Routed metal, one colour a layer:
Only two layers are drawn.
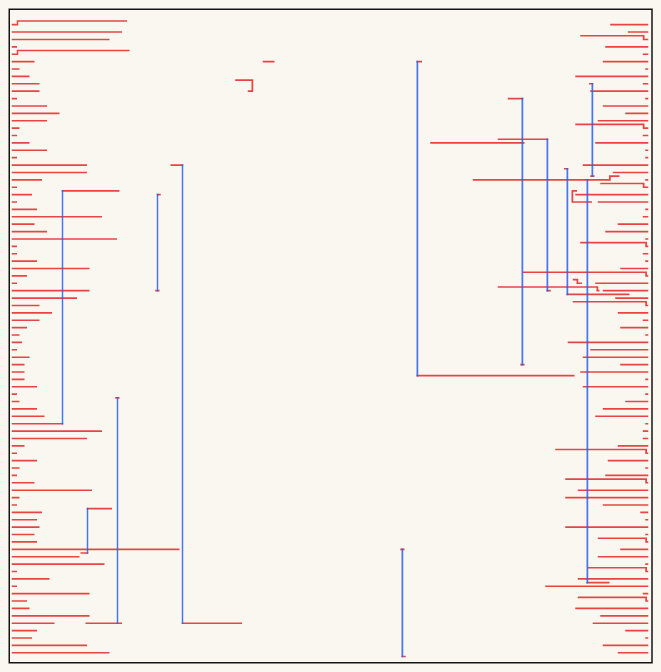
Routing congestion:
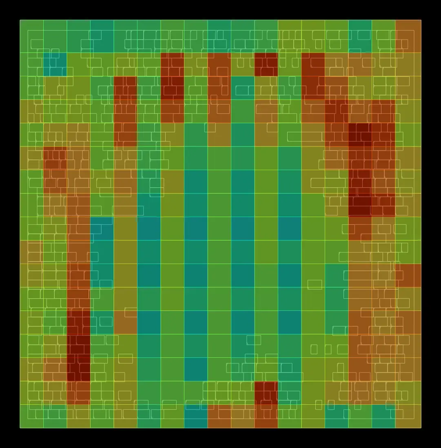
**src/rtl/mem_bus_arbiter.sv**
```systemverilog
// Two-requester round-robin arbiter for a single-port memory.
// Writes complete in the grant cycle. Reads hold the bus until the data returns READ_LAT cycles later.
module mem_bus_arbiter #(
  parameter int ADDR_W   = 32,
  parameter int DATA_W   = 32,
  parameter int READ_LAT = 1
) (
  input  logic              clk,
  input  logic              rst,
  input  logic              m0_req,
  input  logic              m0_we,
  input  logic [ADDR_W-1:0] m0_addr,
  input  logic [DATA_W-1:0] m0_wdata,
  output logic              m0_gnt,
  output logic              m0_rvalid,
  output logic [DATA_W-1:0] m0_rdata,
  input  logic              m1_req,
  input  logic              m1_we,
  input  logic [ADDR_W-1:0] m1_addr,
  input  logic [DATA_W-1:0] m1_wdata,
  output logic              m1_gnt,
  output logic              m1_rvalid,
  output logic [DATA_W-1:0] m1_rdata,
  output logic              mem_en,
  output logic              mem_we,
  output logic [ADDR_W-1:0] mem_addr,
  output logic [DATA_W-1:0] mem_wdata,
  input  logic [DATA_W-1:0] mem_rdata,
  output logic [1:0]        arb_state
);

  typedef enum logic [1:0] {
    IDLE    = 2'd0,
    RD_WAIT = 2'd1,
    RD_DONE = 2'd2
  } state_t;

  localparam logic [1:0] LAT_M1 = 2'(READ_LAT - 1);

  state_t      state, state_nx;
  logic [1:0]  cnt, cnt_nx;
  logic        last, last_nx;
  logic        owner, owner_nx;

  logic              grant;
  logic              grant_out;
  logic              sel;
  logic              sel_we;
  logic [ADDR_W-1:0] sel_addr;
  logic [DATA_W-1:0] sel_wdata;
  logic              rd_done;

  // Requester selection; on a tie the one not granted last wins
  always_comb begin
    grant = 1'b0;
    sel   = 1'b0;
    if (state == IDLE && (m0_req || m1_req)) begin
      grant = 1'b1;
      sel   = (m0_req && m1_req) ? ~last : m1_req;
    end
  end

  assign sel_we    = sel ? m1_we    : m0_we;
  assign sel_addr  = sel ? m1_addr  : m0_addr;
  assign sel_wdata = sel ? m1_wdata : m0_wdata;

  always_ff @(posedge clk or negedge rst) begin
    if (!rst) begin
      state <= IDLE;
      cnt   <= 2'd0;
      last  <= 1'b1;
      owner <= 1'b0;
    end else begin
      state <= state_nx;
      cnt   <= cnt_nx;
      last  <= last_nx;
      owner <= owner_nx;
    end
  end

  always_comb begin
    state_nx = state;
    cnt_nx   = cnt;
    last_nx  = last;
    owner_nx = owner;
    case (state)
      IDLE: begin
        if (grant) begin
          last_nx = sel;
          if (!sel_we) begin
            owner_nx = sel;
            cnt_nx   = LAT_M1;
            state_nx = (READ_LAT == 1) ? RD_DONE : RD_WAIT;
          end
        end
      end
      RD_WAIT: begin
        // Leave as the counter reaches zero so rvalid lands READ_LAT cycles after gnt
        cnt_nx = (cnt == 2'd0) ? 2'd0 : cnt - 2'd1;
        if (cnt <= 2'd1) state_nx = RD_DONE;
      end
      RD_DONE: begin
        state_nx = IDLE;
      end
      default: begin
        state_nx = IDLE;
        cnt_nx   = 2'd0;
      end
    endcase
  end

  // Outputs are forced quiet while reset is held, even with requests pending
  always_comb begin
    grant_out = grant & rst;
    rd_done   = (state == RD_DONE);
    m0_gnt    = grant_out & ~sel;
    m1_gnt    = grant_out & sel;
    mem_en    = grant_out;
    mem_we    = grant_out & sel_we;
    mem_addr  = grant_out ? sel_addr  : '0;
    mem_wdata = grant_out ? sel_wdata : '0;
    m0_rvalid = rd_done & ~owner;
    m1_rvalid = rd_done & owner;
    m0_rdata  = m0_rvalid ? mem_rdata : '0;
    m1_rdata  = m1_rvalid ? mem_rdata : '0;
    arb_state = state;
  end

endmodule
```
**config.mk**
```make
export PLATFORM = sky130hd
export DESIGN_NAME = mem_bus_arbiter
export DESIGN_NICKNAME = d
export VERILOG_FILES = /design/src/rtl/mem_bus_arbiter.sv
export SDC_FILE = /design/constraint.sdc
export NUM_CORES = 1
export LEC_CHECK = 0
export ABC_CLOCK_PERIOD_IN_PS = 1500
export CORE_AREA = 2 2 116 118
export DETAILED_ROUTE_END_ITERATION = 7
export DIE_AREA = 0 0 118 120
export HOLD_SLACK_MARGIN = 0.06
export SKIP_LAST_GASP = 1
export SYNTH_ARGS = -nofsm -noshare
export SYNTH_HDL_FRONTEND = slang
export SYNTH_SLANG_ARGS = --single-unit
```
**constraint.sdc**
```tcl
create_clock -name clk -period 1.5 [get_ports clk]
set_input_delay 0.3 -clock clk [delete_from_list [all_inputs] [get_ports clk]]
set_output_delay 0.3 -clock clk [all_outputs]
set_load 0.01 [all_outputs]
```
==> changes_impl.md <==
## Implementation

* Status: complete, but fails checks
* Failing checks: setup timing
* Worst-path maximum fanout at 8
* Most numerous logic cell after layout: clkdlybuf4s50_1
* Nets at 694
* Worst Slack Setup Final at -578 ps
* Distinct cells, synth at 24
* Most frequent cells in the layout: clkdlybuf4s50_1 (162), buf_6 (94), a22o_1 (63)
* Worst Path Buf+Inv at 4
* Fin. Hold Viols at 0
* Leak pwr at 2.60 nW
* Combinational cell fraction of total power at 85.3%
* Internal power at 2.50 mW
* Setup tns final at -50760 ps
* DP Area at 0.00461 mm²
* Met1 Wirelength at 4.77 mm
* Tally of OpenROAD warnings at 29
* Critical-path top delay cell: dfstp_2
* Required time worst endpoint at 1200 ps
* Most common library cells after synthesis: a22o_1 (64), and2_1 (35), and3_1 (34)
* Combinational fraction of the cell area at 24.2%
* Io pins at 302
* Vias at 3064
* Area grow syn2layout at 311%
* Top sig layer: met4
* DRT antenna net count at 0
* P_clk at 426 µW
* DRT Pass-1 Iters at 4
* Worst setup path endpoint: mem_wdata[29]
* CP endpoint kind: output port
* Switch Pwr at 1.35 mW
* Sequential cell fraction of total power at 3.7%
* Core area at 0.0130 mm²
* Final period util at 139%
* Basic Gates by Area at 36.7%
* Hold slack at 156 ps
* CLK BUF at 4
* Adder Share, Synth at 0%
* Top-area cell share at 41.8%
* Worst min-delay path category: input port to asynchronous set/reset pin
* Vias per cell at 4.35
* Mapped Area at 0.00134 mm²
* Setup-failing EPs final at 122
## Picture notes: 'routed metal, one colour a layer'
[red] met3 | wire length: 1320 µm
[blue] met4 | wire length: 463 µm
Final Routed Wirelength: 13.9 mm
WL per Instance: 19.7 µm

## Picture notes: 'routing congestion'
GRT Util Overall: 17.8%
met3 GRT Util: 5.28%
M2 GR Usage: 35.6%
busiest layer in global routing: met2
Final Util: 42.5%

Power figures rest on the tool's default switching activity, not on a simulated workload.
